===== src/rtl/fpu_pkg.sv =====
// Shared types for the FPU arbiter: opcodes, arbiter states and per-opcode latencies.
package fpu_pkg;

    typedef enum logic [3:0] {
        FADD    = 4'd0,
        FSUB    = 4'd1,
        FMUL    = 4'd2,
        FDIV    = 4'd3,
        FSQRT   = 4'd4,
        FSGNJ   = 4'd5,
        FSGNJN  = 4'd6,
        FSGNJX  = 4'd7,
        FEQ     = 4'd8,
        FLT     = 4'd9,
        FLE     = 4'd10,
        FCVTWS  = 4'd11,
        FCVTSW  = 4'd12,
        OP_IDLE = 4'd15
    } fpu_op_t;

    // Opcodes from this value upward (13, 14, 15) are not executable requests.
    localparam logic [3:0] OP_ILLEGAL_MIN = 4'd13;

    typedef enum logic [1:0] {
        IDLE  = 2'd0,
        BUSY  = 2'd1,
        FLUSH = 2'd2,
        RESP  = 2'd3
    } arb_state_t;

    // Cycles from accept to the first resp_valid cycle.
    localparam int LAT_SGNJ  = 2;
    localparam int LAT_CVT   = 3;
    localparam int LAT_ARITH = 5;
    localparam int LAT_SQRT  = 9;
    localparam int LAT_DIV   = 12;

    function automatic int op_latency(input logic [3:0] op);
        case (op)
            FADD, FSUB, FMUL: return LAT_ARITH;
            FDIV:             return LAT_DIV;
            FSQRT:            return LAT_SQRT;
            FCVTWS, FCVTSW:   return LAT_CVT;
            default:          return LAT_SGNJ;
        endcase
    endfunction

endpackage


===== src/rtl/fpu_arbiter_rr.sv =====
// Combinational round-robin picker: first requester at or after prio wins.
module rr_arbiter #(
    parameter int N = 2
) (
    input  logic [N-1:0]         req,
    input  logic [$clog2(N)-1:0] prio,
    output logic [N-1:0]         gnt,
    output logic [$clog2(N)-1:0] idx
);

    localparam int IW = $clog2(N);

    logic [IW-1:0] pos;

    // Scan from lowest priority to highest so the last hit is the winner.
    always_comb begin
        gnt = '0;
        idx = '0;
        pos = '0;
        for (int k = N - 1; k >= 0; k--) begin
            pos = IW'((int'(prio) + k) % N);
            if (req[pos]) begin
                gnt      = '0;
                gnt[pos] = 1'b1;
                idx      = pos;
            end
        end
    end

endmodule


===== src/rtl/fpu_arbiter.sv =====
// Shares one multi-cycle FPU among NREQ requesters; round-robin grant, watchdog abort,
// tagged response channel.
module fpu_arbiter
    import fpu_pkg::*;
#(
    parameter int NREQ = 2,
    parameter int TAGW = 5,
    parameter int WDOG = 15
) (
    input  logic                      clk,
    input  logic                      rstn,
    input  logic [NREQ-1:0]           req_valid,
    output logic [NREQ-1:0]           req_ready,
    input  logic [NREQ*4-1:0]         req_op,
    input  logic [NREQ*32-1:0]        req_src0,
    input  logic [NREQ*32-1:0]        req_src1,
    input  logic [NREQ*TAGW-1:0]      req_tag,
    output logic [3:0]                fpu_op,
    output logic [31:0]               fpu_src0,
    output logic [31:0]               fpu_src1,
    input  logic [31:0]               fpu_result,
    input  logic                      fpu_fin,
    output logic                      resp_valid,
    input  logic                      resp_ready,
    output logic [31:0]               resp_data,
    output logic [$clog2(NREQ)-1:0]   resp_id,
    output logic [TAGW-1:0]           resp_tag,
    output logic                      resp_err,
    output logic                      busy
);

    localparam int IDW = $clog2(NREQ);

    arb_state_t       state_reg;
    logic [IDW-1:0]   prio_reg;
    logic [3:0]       fpu_op_reg;
    logic [31:0]      src0_reg, src1_reg, resp_data_reg;
    logic [TAGW-1:0]  tag_reg;
    logic [IDW-1:0]   id_reg;
    logic             err_reg, resp_valid_reg;
    logic [7:0]       wdog_reg;

    logic [NREQ-1:0]  gnt;
    logic [IDW-1:0]   gnt_idx;

    logic [3:0]       op_arr   [NREQ];
    logic [31:0]      src0_arr [NREQ];
    logic [31:0]      src1_arr [NREQ];
    logic [TAGW-1:0]  tag_arr  [NREQ];

    for (genvar gi = 0; gi < NREQ; gi++) begin : g_unpack
        assign op_arr[gi]   = req_op[gi*4 +: 4];
        assign src0_arr[gi] = req_src0[gi*32 +: 32];
        assign src1_arr[gi] = req_src1[gi*32 +: 32];
        assign tag_arr[gi]  = req_tag[gi*TAGW +: TAGW];
    end

    rr_arbiter #(.N(NREQ)) u_rr (
        .req  (req_valid),
        .prio (prio_reg),
        .gnt  (gnt),
        .idx  (gnt_idx)
    );

    assign req_ready  = (state_reg == IDLE) ? gnt : '0;
    assign busy       = (state_reg != IDLE);
    assign fpu_op     = fpu_op_reg;
    assign fpu_src0   = src0_reg;
    assign fpu_src1   = src1_reg;
    assign resp_valid = resp_valid_reg;
    assign resp_data  = resp_data_reg;
    assign resp_id    = id_reg;
    assign resp_tag   = tag_reg;
    assign resp_err   = err_reg;

    always_ff @(posedge clk) begin
        if (!rstn) begin
            state_reg      <= IDLE;
            prio_reg       <= '0;
            fpu_op_reg     <= OP_IDLE;
            src0_reg       <= '0;
            src1_reg       <= '0;
            tag_reg        <= '0;
            id_reg         <= '0;
            err_reg        <= 1'b0;
            wdog_reg       <= '0;
            resp_data_reg  <= '0;
            resp_valid_reg <= 1'b0;
        end else begin
            case (state_reg)
                IDLE: begin
                    if (|req_valid) begin
                        fpu_op_reg <= op_arr[gnt_idx];
                        src0_reg   <= src0_arr[gnt_idx];
                        src1_reg   <= src1_arr[gnt_idx];
                        tag_reg    <= tag_arr[gnt_idx];
                        id_reg     <= gnt_idx;
                        err_reg    <= (op_arr[gnt_idx] >= OP_ILLEGAL_MIN);
                        wdog_reg   <= '0;
                        prio_reg   <= (gnt_idx == IDW'(NREQ - 1)) ? '0 : gnt_idx + 1'b1;
                        state_reg  <= BUSY;
                    end
                end
                BUSY: begin
                    if (fpu_fin) begin
                        resp_data_reg  <= err_reg ? 32'd0 : fpu_result;
                        fpu_op_reg     <= OP_IDLE;
                        resp_valid_reg <= 1'b1;
                        state_reg      <= RESP;
                    end else if (wdog_reg == 8'(WDOG - 1)) begin
                        // OP_IDLE during FLUSH lets the FPU drop back to its idle state.
                        err_reg       <= 1'b1;
                        resp_data_reg <= '0;
                        fpu_op_reg    <= OP_IDLE;
                        state_reg     <= FLUSH;
                    end else begin
                        wdog_reg <= wdog_reg + 8'd1;
                    end
                end
                FLUSH: begin
                    resp_valid_reg <= 1'b1;
                    state_reg      <= RESP;
                end
                RESP: begin
                    if (resp_ready) begin
                        resp_valid_reg <= 1'b0;
                        state_reg      <= IDLE;
                    end
                end
            endcase
        end
    end

endmodule


===== config.mk =====
export PLATFORM = sky130hd
export DESIGN_NAME = fpu_arbiter
export DESIGN_NICKNAME = d
export VERILOG_FILES = /design/src/rtl/fpu_pkg.sv /design/src/rtl/fpu_arbiter_rr.sv /design/src/rtl/fpu_arbiter.sv
export SDC_FILE = /design/constraint.sdc
export NUM_CORES = 1
export LEC_CHECK = 0
export ABC_AREA = 1
export CORE_MARGIN = 2
export CORE_UTILIZATION = 42
export DETAILED_ROUTE_END_ITERATION = 10
export PLACE_DENSITY = 0.88
export SYNTH_ARGS = -nofsm -noshare
export SYNTH_HDL_FRONTEND = slang
export SYNTH_SLANG_ARGS = --single-unit
export TNS_END_PERCENT = 50

===== constraint.sdc =====
create_clock -name clk -period 3 [get_ports clk]
set_input_delay 0.6 -clock clk [delete_from_list [all_inputs] [get_ports clk]]
set_output_delay 0.6 -clock clk [all_outputs]
set_load 0.01 [all_outputs]

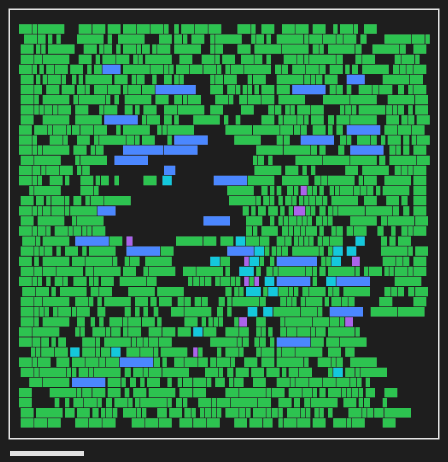
(run_1/sizes.png)
Scale bar: 20 um.
legend:
  purple:
    size: _2 cells
    cells: 10
    share: 0.98%
  cyan:
    size: _3 and _4 cells
    cells: 20
    share: 2.0%
  green:
    size: _0 and _1 cells
    cells: 961
    share: 94%
  blue:
    size: _6 and larger
    cells: 26
    share: 2.6%
count of non-CTS buffers in the layout: 308
minimum setup slack in the final design: 0.275 ns
synth-to-layout area growth: 70.6%
finished layout cell area: 8870 um^2

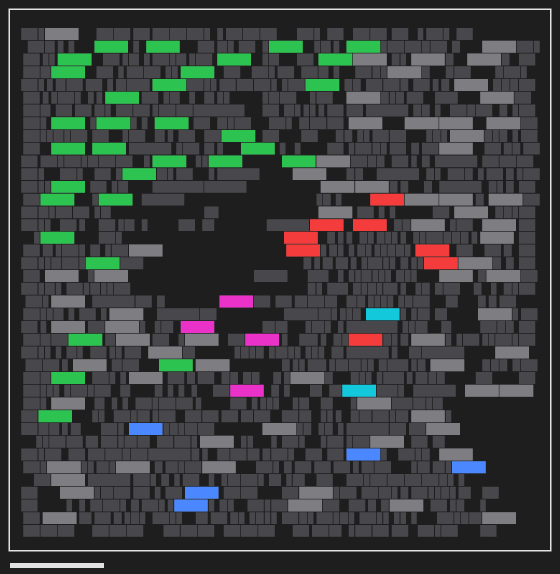
(run_1/flops_by_reg.png)
Scale bar: 20 um.
legend:
  red:
    netlist_name: wdog_reg
    sequential_cells: 8
  cyan:
    netlist_name: state_reg
    sequential_cells: 2
  magenta:
    netlist_name: fpu_op
    sequential_cells: 4
    where: center
  blue:
    netlist_name: resp_tag
    sequential_cells: 5
  green:
    netlist_name: fpu_src0
    sequential_cells: 32

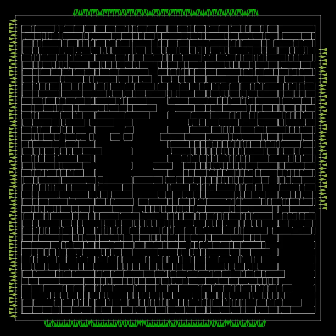
(run_1/placement.png)
fraction of standard cell area that is sequential: 26.9%
flip-flops: 119
well tap count: 168

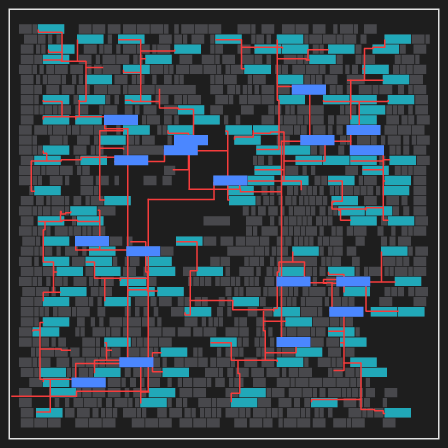
(run_1/clk_routes.png)
legend:
  red:
    item: clock wires
    length: 1500 um
  cyan:
    item: flip-flops
    count: 119
  blue:
    item: clock drivers
    count: 17
flops lie: all over the die

==> flow_summary.ini, run 1 <==
; generated from flow reports
[outcome]
outcome = complete, no violations

[clocking]
htree_num_levels = 4
clock_tree.root_cell = clkbuf_16
postCtsSetupBuffers = 0
ctsResizeCount = 0
cts.hold.buffers_added = 0
cts_tree = built

[floorplan]
coreArea_um2 = 12100
row_count = 40
initial_core_util_pct = 43.1
die_height_um = 115

[synth]
syn_inst = 726
simple_gate_area_share_pct = 29.7
netlist.top_cell.by_instances = nand2_1
synth-area-yosys_um2 = 5200
logic_family = simple AND/OR/NAND/NOR gates
synthXorXnorAreaFrac_pct = 0.168
ys_dominant_reg_cell = dfxtp_1
mux_area_share_pct = 0
ys.warnings.count = 0
seq_area_frac_synth_pct = 45.8

[timing]
fmax_mhz = 367
timing.clock.skew_ns = 0.00684
tightest_slew_ns = 0.721
final.min_clock_period_ns = 2.72
setup_viol_count_final = 0
fin_crit_sh_pct = 90.8
timing_max_transition_violations_final = 0
relSlewSlack_pct = 51.8
grt_setup_unrepaired = no

[cells_and_area]
final_nets = 1194
drive_above_1_share_pct = 5.51
num_antenna_cells = 0

[power]
p_sw_mw = 2.34
power.leakage_nw = 3.51
power_report.internal_total_mw = 4.59
irDropWorstVdd_mv = 0.490
p_sw_share_pct = 33.7

[global_route]
grt_pass1_wl_mm = 27.7
first_global_vias = 5791
groute.layer.met2.usage_pct = 46.0
gr_ovfl_total = 0
antenna_violations_before_repair = 0
overall_global_routing_resource_usage_pct = 26.6
pin_count_of_the_biggest_net_entering_global_routing = 53
busiest_grt_layer = met2

[critical_path]
cpMostUsedCell = clkdlybuf4s50_1
cpPeakStageDelay_ns = 0.59
critical-path-top-delay-family = buffers and inverters
slowest_cell_on_crit_path = clkdlybuf4s50_1
crit_path_cells = clkdlybuf4s50_1, nand2_1, nand2_2, inv_2, nor2_8, clkdlybuf4s50_1
timing.critical_path.to_type = output port
number_of_cell_instances_on_the_worst_register_to_register_path = 10
slack_of_the_worst_reg_to_reg_path_ns = 0.64
critPathLaunch = req_valid[1]
timing.critical_path.fanout_max = 5
cp_num_buf_inv = 3
critical_path.startpoint_type = primary input

[routing]
antenna_violating_nets_post_route = 0
post_drt_via_cell_ratio = 5.03
via_count = 5962
dr.first_iter.drc_count = 349
met1Wirelength_mm = 6.73

[min_path]
min_to = resp_id
worst_hold_path_type = reg2reg
hold_depth = 2

[placement]
detailed_place_hpwl_mm = 12.6
placement.cell_area_um2 = 8250
[run 1: power by group through the flow]
stage | Sequential [mW] | Combinational [mW] | Clock, mW
finish | 2.17 | 2.67 | 2.09
global route | 2.22 | 2.92 | 2.19
CTS | 2.17 | 2.69 | 2.12
detailed placement | 2.19 | 2.66 | 0
global placement | 2.18 | 2.62 | 0
floorplan | 2.34 | 1.18 | 0
[run 1: cell type report]
| type | instances | area (um^2) |
|---|---|---|
| repair buffers | 308 | 3060 |
| flip-flops and latches | 119 | 2380 |
| fillers | 880 | 3190 |
| multi-input cells | 509 | 2420 |
| clock inverters | 11 | 146 |
| inverters | 49 | 184 |
| well taps | 168 | 210 |
| clock buffers | 21 | 470 |
[run 1: worst min-delay path, cell delays in order, from the launching register on]
cell and delay [ns]:
dfxtp_1 0.30, nand2_1 0.06, a21oi_1 0.05
[run 1: worst max-delay path by stage]
| stage | slack [ns] | cells after the start | to |
|---|---|---|---|
| after floorplan | 1.08 | 7 | req_ready[0] |
| after global placement | 0.29 | 6 | req_ready[1] |
| after detailed placement | 0.27 | 6 | req_ready[1] |
| after CTS | 0.26 | 6 | req_ready[1] |
| after global routing | 0.20 | 7 | req_ready[0] |
| final | 0.28 | 6 | req_ready[1] |
[run 1: cells in the final DEF (no fill, tap or decap), types with 2 or more instances in the layout]
cell type and n:
nand3b_1 3, bufinv_16 3, nand2_1 264, clkinvlp_4 5, o21ai_0 6, a21oi_1 49, nor2_4 2, ha_1 6
clkbuf_8 3, clkinv_2 2, inv_2 4, nand4_1 3, o211ai_1 29, a31oi_1 43, nor2_1 21, nand3_1 75
buf_4 13, dfxtp_1 119, clkdlybuf4s50_1 294, inv_1 45, clkbuf_16 17
==> run_1/metal_density.png <==
The die is cut into 23 by 23 equal tiles; dark blue is low, red is high, scaled to the fullest tile. Values are wire area over tile area, all layers added.
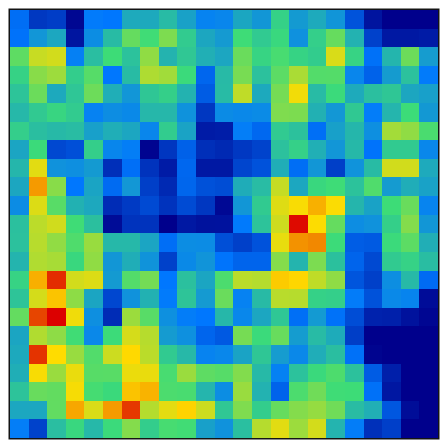

==> run 2: changes to the inputs <==
Settings changed: CORE_ASPECT_RATIO from default to 1.1.
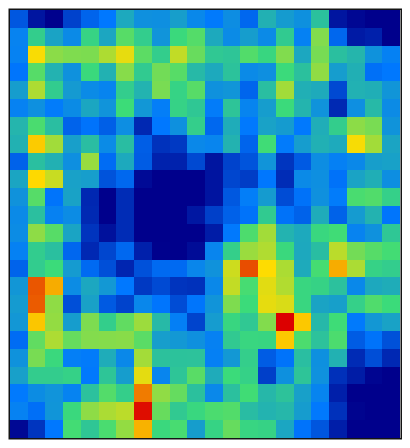
(run_2/metal_density.png)
The die is cut into 22 by 24 equal tiles; dark blue is low, red is high, scaled to the fullest tile. Values are wire area over tile area, all layers added.
nearly empty tiles: 6.6%
mean over tiles: 0.23
fullest tile: 0.66
tiles over half the peak: 21%
emptiest ninth of the die: center
overall global routing resource usage: 27.2%
average wire length per cell after detail routing: 15.7 um
Via Count: 5970

==> run 2 against run 1 <==
Wire length grew 3.1%. Sequential share of layout area barely moved. Die size is essentially flat. Highest routed layer unchanged. Clock power increased by 5%.
==> flow_summary.ini, run 2 <==
; generated from flow reports
[outcome]
outcome = complete, no violations

[global_route]
busiest_grt_layer = met2
gr_ovfl_total = 0
grt_pass1_wl_mm = 28.1
antenna_violations_before_repair = 0
groute.layer.met2.usage_pct = 47.1
first_global_vias = 5831
pin_count_of_the_biggest_net_entering_global_routing = 53

[clocking]
cts.hold.buffers_added = 0
cts_clk_pin_slew_worst_paths_ns = 0.06
cts_inserted_buffers = 17
ctsResizeCount = 0
clockBufferDepth = 2
htree_num_levels = 4
cts_tree = built
postCtsSetupBuffers = 0
clock_tree.root_cell = clkbuf_16

[floorplan]
die_height_um = 121
floorplan.die.width_um = 110
row_count = 42
initial_core_util_pct = 43.0
coreArea_um2 = 12100

[routing]
wirelength_mm = 18.3
antenna_violating_nets_post_route = 0
post_drt_via_cell_ratio = 5.10
dr.first_iter.drc_count = 333
met1Wirelength_mm = 6.89
routed-wl-met3_mm = 1.59
dr_wl_met2_mm = 9.04
routed.top_layer = met4

[timing]
relSlewSlack_pct = 47.9
final.min_clock_period_ns = 2.72
fin_crit_sh_pct = 90.7
timing_max_transition_violations_final = 0
timing.clock.skew_ns = 0.00796
setup_viol_count_final = 0
fmax_mhz = 367
setup-tns-final_ns = 0
grt_setup_unrepaired = no
tightest_slew_ns = 0.780

[synth]
synth.top_cell.area_share_pct = 45.8
ys.flops = 119
netlist_area_um2 = 5200
netlist.top_cell.by_instances = nand2_1
synth-area-yosys_um2 = 5200
ys_dominant_reg_cell = dfxtp_1
top_area_cell = dfxtp_1
syn_inst = 726
edf_count = 0
ys.warnings.count = 0
synthTopCellsByCount = nand2_1, dfxtp_1, nand3_1
seq_area_frac_synth_pct = 45.8

[cells_and_area]
n_fill_cell = 929
final_nets = 1193
num_antenna_cells = 0
flow.area_growth_from_synthesis_pct = 70.7
lay_top_count = clkdlybuf4s50_1
drive_above_1_share_pct = 5.51
final_core_util_pct = 73.4
most_instantiated_logic_cells_after_routing = clkdlybuf4s50_1, nand2_1, dfxtp_1

[placement]
detailed_place_hpwl_mm = 13.0
number_of_buffer_cells_added_on_primary_ports = 294

[critical_path]
cp_data_required_time_ns = 2.40
critical_path.startpoint_type = primary input
timing.critical_path.to_type = output port
regToRegStartpoint = state_reg[1]
slack_of_the_worst_reg_to_reg_path_ns = 0.69
timing.critical_path.fanout_max = 5
timing.rr.end = wdog_reg[6]
critPathLaunch = req_valid[1]
number_of_cell_instances_on_the_worst_register_to_register_path = 10
capture_point_of_the_critical_path = req_ready[1]

[power]
power_report.internal_total_mw = 4.64
clockPowerShare_pct = 31.1
power.leakage_nw = 3.54
share_seq_of_total_power_pct = 30.9
irDropWorstVdd_mv = 0.367
p_sw_share_pct = 34.1
p_sw_mw = 2.41

[min_path]
worst_hold_path_type = reg2reg
min-delay-start = resp_data[29]

[flow_run]
stage_log_warnings = 31
## run 2: area by class of cell
| type | instances | area [um^2] | share of cell area, % |
|---|---|---|---|
| clock inverters | 14 | 196 | 2.21 |
| well taps | 154 | 193 | 2.17 |
| clock buffers | 18 | 439 | 4.95 |
| repair buffers | 307 | 3070 | 34.5 |
| multi-input cells | 509 | 2420 | 27.2 |
| inverters | 49 | 184 | 2.07 |
| flip-flops and latches | 119 | 2380 | 26.8 |
## run 2: metrics by stage
step | cell area, um^2 | worst slack, ns | cells
final | 8880 | 0.278 | 1170
after global routing | 8880 | 0.184 | 1170
after CTS | 8880 | 0.265 | 1170
after detailed placement | 8240 | 0.284 | 1138
after global placement | 8240 | 0.287 | 1138
after floorplan | 5200 | 1.08 | 726
## run 2: power by group through the flow
stage | Clock (mW) | Combinational (mW) | Sequential, mW
floorplan | 0 | 1.18 | 2.34
CTS | 2.22 | 2.69 | 2.18
global placement | 0 | 2.61 | 2.19
detailed placement | 0 | 2.66 | 2.20
finish | 2.19 | 2.68 | 2.18
global route | 2.29 | 2.91 | 2.22
## run 2: worst max-delay path, cell delays in order
cell             delay, ns
clkdlybuf4s50_1       0.50
nand2_1               0.14
nand2_2               0.15
inv_2                 0.08
nor2_8                0.08
clkdlybuf4s50_1       0.58
## run 2: cells by family after synthesis
kind of cell / share of synthesized area (%)
and+or+nand+nor: 29.7
AOI/OAI and AO/OA: 15.1
DFF: 45.8
buffers and inverters: 7.77
adders and majority gates: 1.44
xor gates and xnor gates: 0.168
## run 2: worst min path at each step
stage	end	slack, ns	cells after the start
finish	resp_data[29]	0.48	2
global route	resp_data[29]	0.49	2
CTS	resp_data[29]	0.48	2
detailed placement	resp_id	0.46	2
global placement	resp_id	0.45	2
floorplan	prio_reg	0.46	2
No activity file was given, so power comes from the tool's default toggle rates.
